**src/rtl/regfile_port_arbiter.sv**
```systemverilog
// regfile_port_arbiter
//   Shares the single-port register file between the SPI bridge write path
//   and a core-side requester. The bridge signals each write with an edge on
//   spi_wr_toggle (resynchronised into sclk). The core uses a req/ready
//   handshake. Requesters are served round-robin, and each access is
//   sequenced by a four-state FSM.
//
// Ports
//   sclk, rst_n         clock, asynchronous active-low reset
//   spi_wr_toggle       bridge write event (every edge is one write)
//   spi_wr_addr/data    bridge write address/data, stable while in flight
//   core_req/we         core request, 1 = write / 0 = read
//   core_addr/wdata     core address / write data
//   core_ready          core request accepted this cycle
//   core_rvalid/rdata   core read data, 1-cycle valid pulse
//   core_err            out-of-range core access (with ready or rvalid)
//   rf_en/we/addr/wdata register-file strobe, write enable, address, data
//   rf_rdata            register-file read data, valid 1 cycle after rf_en
//   spi_ovf             sticky flag: a bridge write was lost
//   busy                FSM active or a bridge write pending
module regfile_port_arbiter #(
  parameter int unsigned ADDR_W      = 6,
  parameter int unsigned DATA_W      = 8,
  parameter int unsigned NUM_REGS    = 64,
  parameter int unsigned SYNC_STAGES = 2
) (
  input  logic              sclk,
  input  logic              rst_n,
  input  logic              spi_wr_toggle,
  input  logic [ADDR_W-1:0] spi_wr_addr,
  input  logic [DATA_W-1:0] spi_wr_data,
  input  logic              core_req,
  input  logic              core_we,
  input  logic [ADDR_W-1:0] core_addr,
  input  logic [DATA_W-1:0] core_wdata,
  output logic              core_ready,
  output logic              core_rvalid,
  output logic [DATA_W-1:0] core_rdata,
  output logic              core_err,
  output logic              rf_en,
  output logic              rf_we,
  output logic [ADDR_W-1:0] rf_addr,
  output logic [DATA_W-1:0] rf_wdata,
  input  logic [DATA_W-1:0] rf_rdata,
  output logic              spi_ovf,
  output logic              busy
);

  typedef enum logic [1:0] {
    S_IDLE  = 2'd0,
    S_WRITE = 2'd1,
    S_READ  = 2'd2,
    S_RDATA = 2'd3
  } state_t;

  localparam logic [ADDR_W:0] RANGE_LIM = (ADDR_W + 1)'(NUM_REGS);

  function automatic logic out_of_range(input logic [ADDR_W-1:0] a);
    return ({1'b0, a} >= RANGE_LIM);
  endfunction

  // Bridge path state
  logic [SYNC_STAGES-1:0] sync_q;
  logic                   spi_edge;
  logic                   spi_pend_q;
  logic                   spi_ovf_q;
  logic [ADDR_W-1:0]      hold_addr_q;
  logic [DATA_W-1:0]      hold_data_q;
  logic                   spi_clr;

  // Arbitration / access state
  state_t            state_q, state_d;
  logic              rr_q, rr_d;              // 0 = SPI next, 1 = core next
  logic              acc_spi_q, acc_spi_d;
  logic              acc_oor_q, acc_oor_d;
  logic              rf_we_q, rf_we_d;
  logic [ADDR_W-1:0] rf_addr_q, rf_addr_d;
  logic [DATA_W-1:0] rf_wdata_q, rf_wdata_d;
  logic [DATA_W-1:0] rdata_q, rdata_d;
  logic              grant_spi, grant_core;
  logic              spi_oor, core_oor;
  logic [DATA_W-1:0] rd_val;

  assign spi_edge = sync_q[SYNC_STAGES-1] ^ sync_q[SYNC_STAGES-2];
  assign spi_oor  = out_of_range(hold_addr_q);
  assign core_oor = out_of_range(core_addr);

  // A new edge in the cycle the held write retires is captured cleanly;
  // only an edge arriving while the held write is still owed overflows.
  always_ff @(posedge sclk or negedge rst_n) begin
    if (!rst_n) begin
      sync_q      <= '0;
      spi_pend_q  <= 1'b0;
      spi_ovf_q   <= 1'b0;
      hold_addr_q <= '0;
      hold_data_q <= '0;
    end else begin
      sync_q <= {sync_q[SYNC_STAGES-2:0], spi_wr_toggle};
      if (spi_edge) begin
        if (spi_pend_q && !spi_clr) begin
          spi_ovf_q <= 1'b1;
        end else begin
          hold_addr_q <= spi_wr_addr;
          hold_data_q <= spi_wr_data;
          spi_pend_q  <= 1'b1;
        end
      end else if (spi_clr) begin
        spi_pend_q <= 1'b0;
      end
    end
  end

  always_ff @(posedge sclk or negedge rst_n) begin
    if (!rst_n) begin
      state_q    <= S_IDLE;
      rr_q       <= 1'b0;
      acc_spi_q  <= 1'b0;
      acc_oor_q  <= 1'b0;
      rf_we_q    <= 1'b0;
      rf_addr_q  <= '0;
      rf_wdata_q <= '0;
      rdata_q    <= '0;
    end else begin
      state_q    <= state_d;
      rr_q       <= rr_d;
      acc_spi_q  <= acc_spi_d;
      acc_oor_q  <= acc_oor_d;
      rf_we_q    <= rf_we_d;
      rf_addr_q  <= rf_addr_d;
      rf_wdata_q <= rf_wdata_d;
      rdata_q    <= rdata_d;
    end
  end

  assign grant_spi  = spi_pend_q && (!core_req || !rr_q);
  assign grant_core = core_req && !grant_spi;

  // rf_* registers load only for in-range accesses, so they hold their last
  // values whenever rf_en is low (including out-of-range cycles).
  always_comb begin
    state_d     = state_q;
    rr_d        = rr_q;
    acc_spi_d   = acc_spi_q;
    acc_oor_d   = acc_oor_q;
    rf_we_d     = rf_we_q;
    rf_addr_d   = rf_addr_q;
    rf_wdata_d  = rf_wdata_q;
    rdata_d     = rdata_q;
    rd_val      = rdata_q;
    core_ready  = 1'b0;
    core_rvalid = 1'b0;
    core_err    = 1'b0;
    rf_en       = 1'b0;
    spi_clr     = 1'b0;
    unique case (state_q)
      S_IDLE: begin
        if (grant_spi) begin
          rr_d      = 1'b1;
          acc_spi_d = 1'b1;
          acc_oor_d = spi_oor;
          if (!spi_oor) begin
            rf_we_d    = 1'b1;
            rf_addr_d  = hold_addr_q;
            rf_wdata_d = hold_data_q;
          end
          state_d = S_WRITE;
        end else if (grant_core) begin
          rr_d       = 1'b0;
          acc_spi_d  = 1'b0;
          acc_oor_d  = core_oor;
          core_ready = 1'b1;
          core_err   = core_we && core_oor;
          if (!core_oor) begin
            rf_we_d   = core_we;
            rf_addr_d = core_addr;
            if (core_we) rf_wdata_d = core_wdata;
          end
          state_d = core_we ? S_WRITE : S_READ;
        end
      end
      S_WRITE: begin
        rf_en   = !acc_oor_q;
        spi_clr = acc_spi_q;
        state_d = S_IDLE;
      end
      S_READ: begin
        rf_en   = !acc_oor_q;
        state_d = S_RDATA;
      end
      S_RDATA: begin
        rd_val      = acc_oor_q ? '0 : rf_rdata;
        rdata_d     = rd_val;
        core_rvalid = 1'b1;
        core_err    = acc_oor_q;
        state_d     = S_IDLE;
      end
      default: state_d = S_IDLE;
    endcase
  end

  assign core_rdata = rd_val;
  assign rf_we      = rf_we_q;
  assign rf_addr    = rf_addr_q;
  assign rf_wdata   = rf_wdata_q;
  assign spi_ovf    = spi_ovf_q;
  assign busy       = (state_q != S_IDLE) || spi_pend_q;

endmodule

```
**config.mk**
```make
export PLATFORM = sky130hd
export DESIGN_NAME = regfile_port_arbiter
export DESIGN_NICKNAME = d
export VERILOG_FILES = /design/src/rtl/regfile_port_arbiter.sv
export SDC_FILE = /design/constraint.sdc
export NUM_CORES = 1
export LEC_CHECK = 0
export ABC_AREA = 1
export ABC_CLOCK_PERIOD_IN_PS = 2500
export CORE_ASPECT_RATIO = 1.2
export CORE_UTILIZATION = 48
export CTS_CLUSTER_DIAMETER = 60
export CTS_CLUSTER_SIZE = 8
export DETAILED_ROUTE_END_ITERATION = 8
export GPL_TIMING_DRIVEN = 0
export HOLD_SLACK_MARGIN = 0.05
export PLACE_DENSITY = 0.85
export SLEW_MARGIN = 40
export SYNTH_ARGS = -nofsm -noshare
export SYNTH_HDL_FRONTEND = slang
export SYNTH_SLANG_ARGS = --single-unit
```
**constraint.sdc**
```tcl
create_clock -name sclk -period 2.5 [get_ports sclk]
set_clock_uncertainty 0.15 [all_clocks]
set_input_delay 0.375 -clock sclk [delete_from_list [all_inputs] [get_ports sclk]]
set_output_delay 0.375 -clock sclk [all_outputs]
set_load 0.05 [all_outputs]
```
==> results.json <==
{
  "routed_wl_mm": 4.677,
  "dominant_cells": "registers",
  "hold_path.class": "reg -> reg",
  "clkTransAtPathRegs_ns": 0.07,
  "slew_violations": 0,
  "relSlewSlack_pct": 64.42,
  "numSynthFlops": 44,
  "cts_tree": "yes",
  "place_hpwl_mm": 3.574,
  "first_pass_iters": 4,
  "grt_pass1_wl_mm": 7.610,
  "status": "finished clean",
  "timing.rr.start": "state_q[0]$_DFFE_PN0P_",
  "ys_area_sq_mm": 0.002027,
  "die_h_um": 73.19,
  "synth-edff-count": 0,
  "fin_crit_sh_pct": 93.95,
  "flop_cell": "dfrtp_1",
  "critPathTopFamily": "buffers and inverters",
  "min_from": "sync_q[0]$_DFF_PN0_",
  "logic_gate_count": 171,
  "whs_ns": 0.3074,
  "drive_above_1_share_pct": 13.96,
  "via_per_inst": 4.732,
  "r2r_setup_slack_ns": 0.84,
  "clock.fmax_ghz": 0.4258,
  "synthCells": 231,
  "htree_levels": 2,
  "inv_count": 8,
  "r2r_cells": 7,
  "grt_max_degree": 45,
  "logic_area_sq_um": 829.5,
  "postCtsSetupRepairBufs": 0,
  "antenna_found_initial": 0,
  "initial_core_util_pct": 50.63,
  "comb-cell-share_pct": 29.28,
  "startpoint": "core_req",
  "flops": 44,
  "tool_warnings": 30,
  "stdcell_count": 362,
  "cp.depth": 7,
  "p_leak_nw": 1.452,
  "dr_total_vias": 1713,
  "critPathArrivalTime_ns": 1.82
}
## synthesized netlist by cell type (all sizes together) (5+ instances only)
library cell | number | area, sq um
mux2 | 8 | 90.09
ha | 5 | 62.56
nand3 | 15 | 75.07
buf | 8 | 63.80
inv | 8 | 32.54
dfrtp | 44 | 1101
nand2 | 130 | 515.5
nor2 | 7 | 36.29
## layer usage
layer  part of all wire (%)  track usage [%]  vias to the layer above
li1                       -                -                      865
met1                     41            26.62                      794
met2                     54            40.94                       45
met3                    3.2            6.206                        9
met4                    2.2            11.36                        0
met5                      0                0                        -
## power breakdown
group / leakage, nW / switching (W) / internal, W
logic: 0.875 / 0.00163 / 0.000786
registers: 0.532 / 0.000175 / 0.00104
clock network: 0.0455 / 0.000222 / 0.000225
total: 1.45 / 0.00203 / 0.00205
## cell usage in the layout, fill, tap and decap left out, types with 2 or more instances in the layout
cell type	instances
nand3_1	15
inv_2	2
mux2_2	8
clkbuf_2	8
inv_1	5
nand2_2	2
nor2_1	5
buf_2	4
ha_1	5
nand2_1	125
clkdlybuf4s50_1	56
buf_4	3
nand2_4	3
dlymetal6s2s_1	2
buf_6	3
clkbuf_1	2
clkbuf_8	6
dfrtp_1	44
## registers in the layout (all words and copies together) (netlist names)
register     count
acc_spi_q        1
spi_pend_q       1
hold_addr_q      6
spi_ovf          1
rf_wdata         8
rf_addr          6
rf_we            1
state_q          2
sync_q           2
hold_data_q      8
rdata_q          8
## cells by family (layout without fill, tap and decap cells)
kind of cell | count (synthesis) | count (layout) | share of synthesized area [%]
xor+xnor | 2 | 2 | 0.8644
buf+inv | 16 | 93 | 4.753
compound gates | 3 | 3 | 1.420
flops | 44 | 44 | 54.32
simple gates | 152 | 152 | 30.93
fa+ha+maj | 5 | 5 | 3.086
other cells | 1 | 1 | 0.1850
mux | 8 | 8 | 4.445
### Register map, names as in the netlist

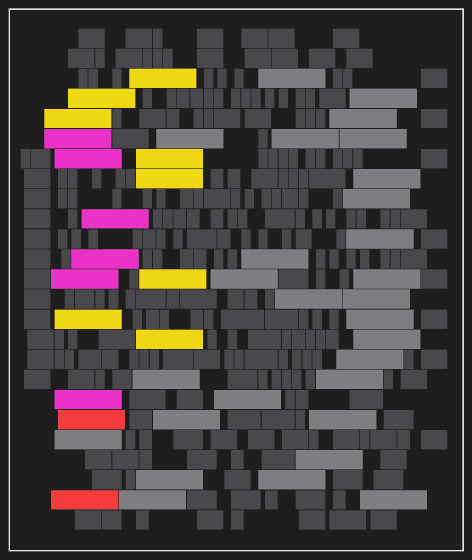
legend:
  yellow:
    name_in_the_netlist: hold_data_q
    flops: 8
  red:
    name_in_the_netlist: sync_q
    flops: 2
  magenta:
    name_in_the_netlist: hold_addr_q
    flops: 6
post-layout util: 70.75%
Seq. pwr: 0.00122 W
flop share of the area: 38.87%
Reg area: 0.001101 sq mm

### Cell classes on the final placement

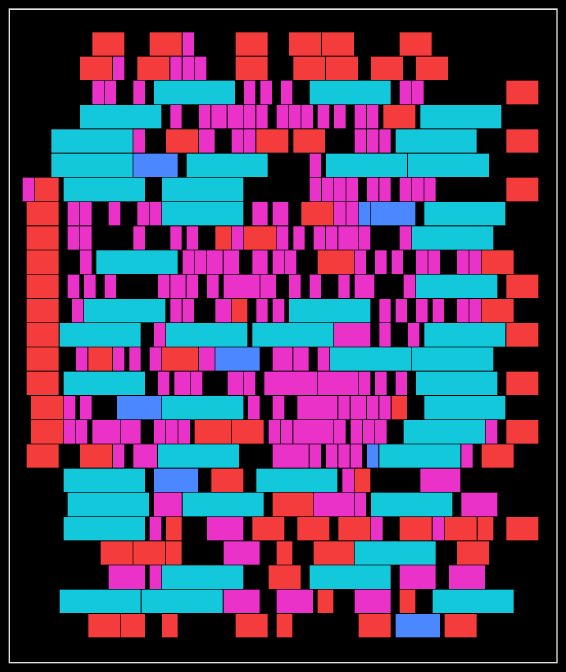
legend:
  cyan:
    class: sequential cells
    cells: 44
    share_of_their_area: 40%
  blue:
    class: clock drivers and dummy loads
    cells: 8
    share_of_their_area: 3.3%
  magenta:
    class: combinational and other logic
    cells: 179
    share_of_their_area: 31%
  red:
    class: remaining buffers and delay cells
    cells: 77
    share_of_their_area: 26%
Rows: 25
core area: 0.004004 sq mm
post-route cell area: 0.002833 sq mm

### Clock nets

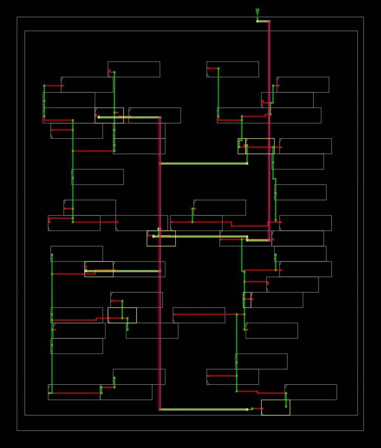
clock buffer count from CTS: 5
clock sink count: 44

### Clock wires, drivers and flops

The bar under the picture is 20 um long.
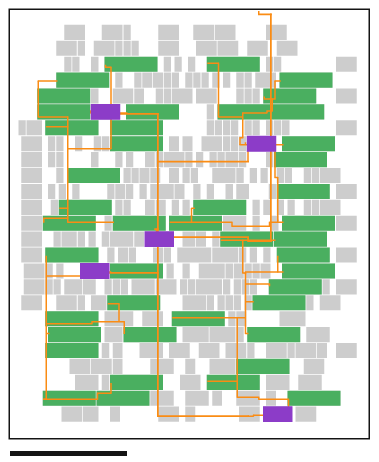
legend:
  green:
    item: flip-flops
    count: 44
  orange:
    item: clock wires
    length: 492 um
  purple:
    item: clock drivers
    count: 5
flops lie: widely spread
clock network power: 0.000447 W
worst skew pair latency: 0.30 ns
clock power share: 11.0%

Power and IR drop assume default switching activity.
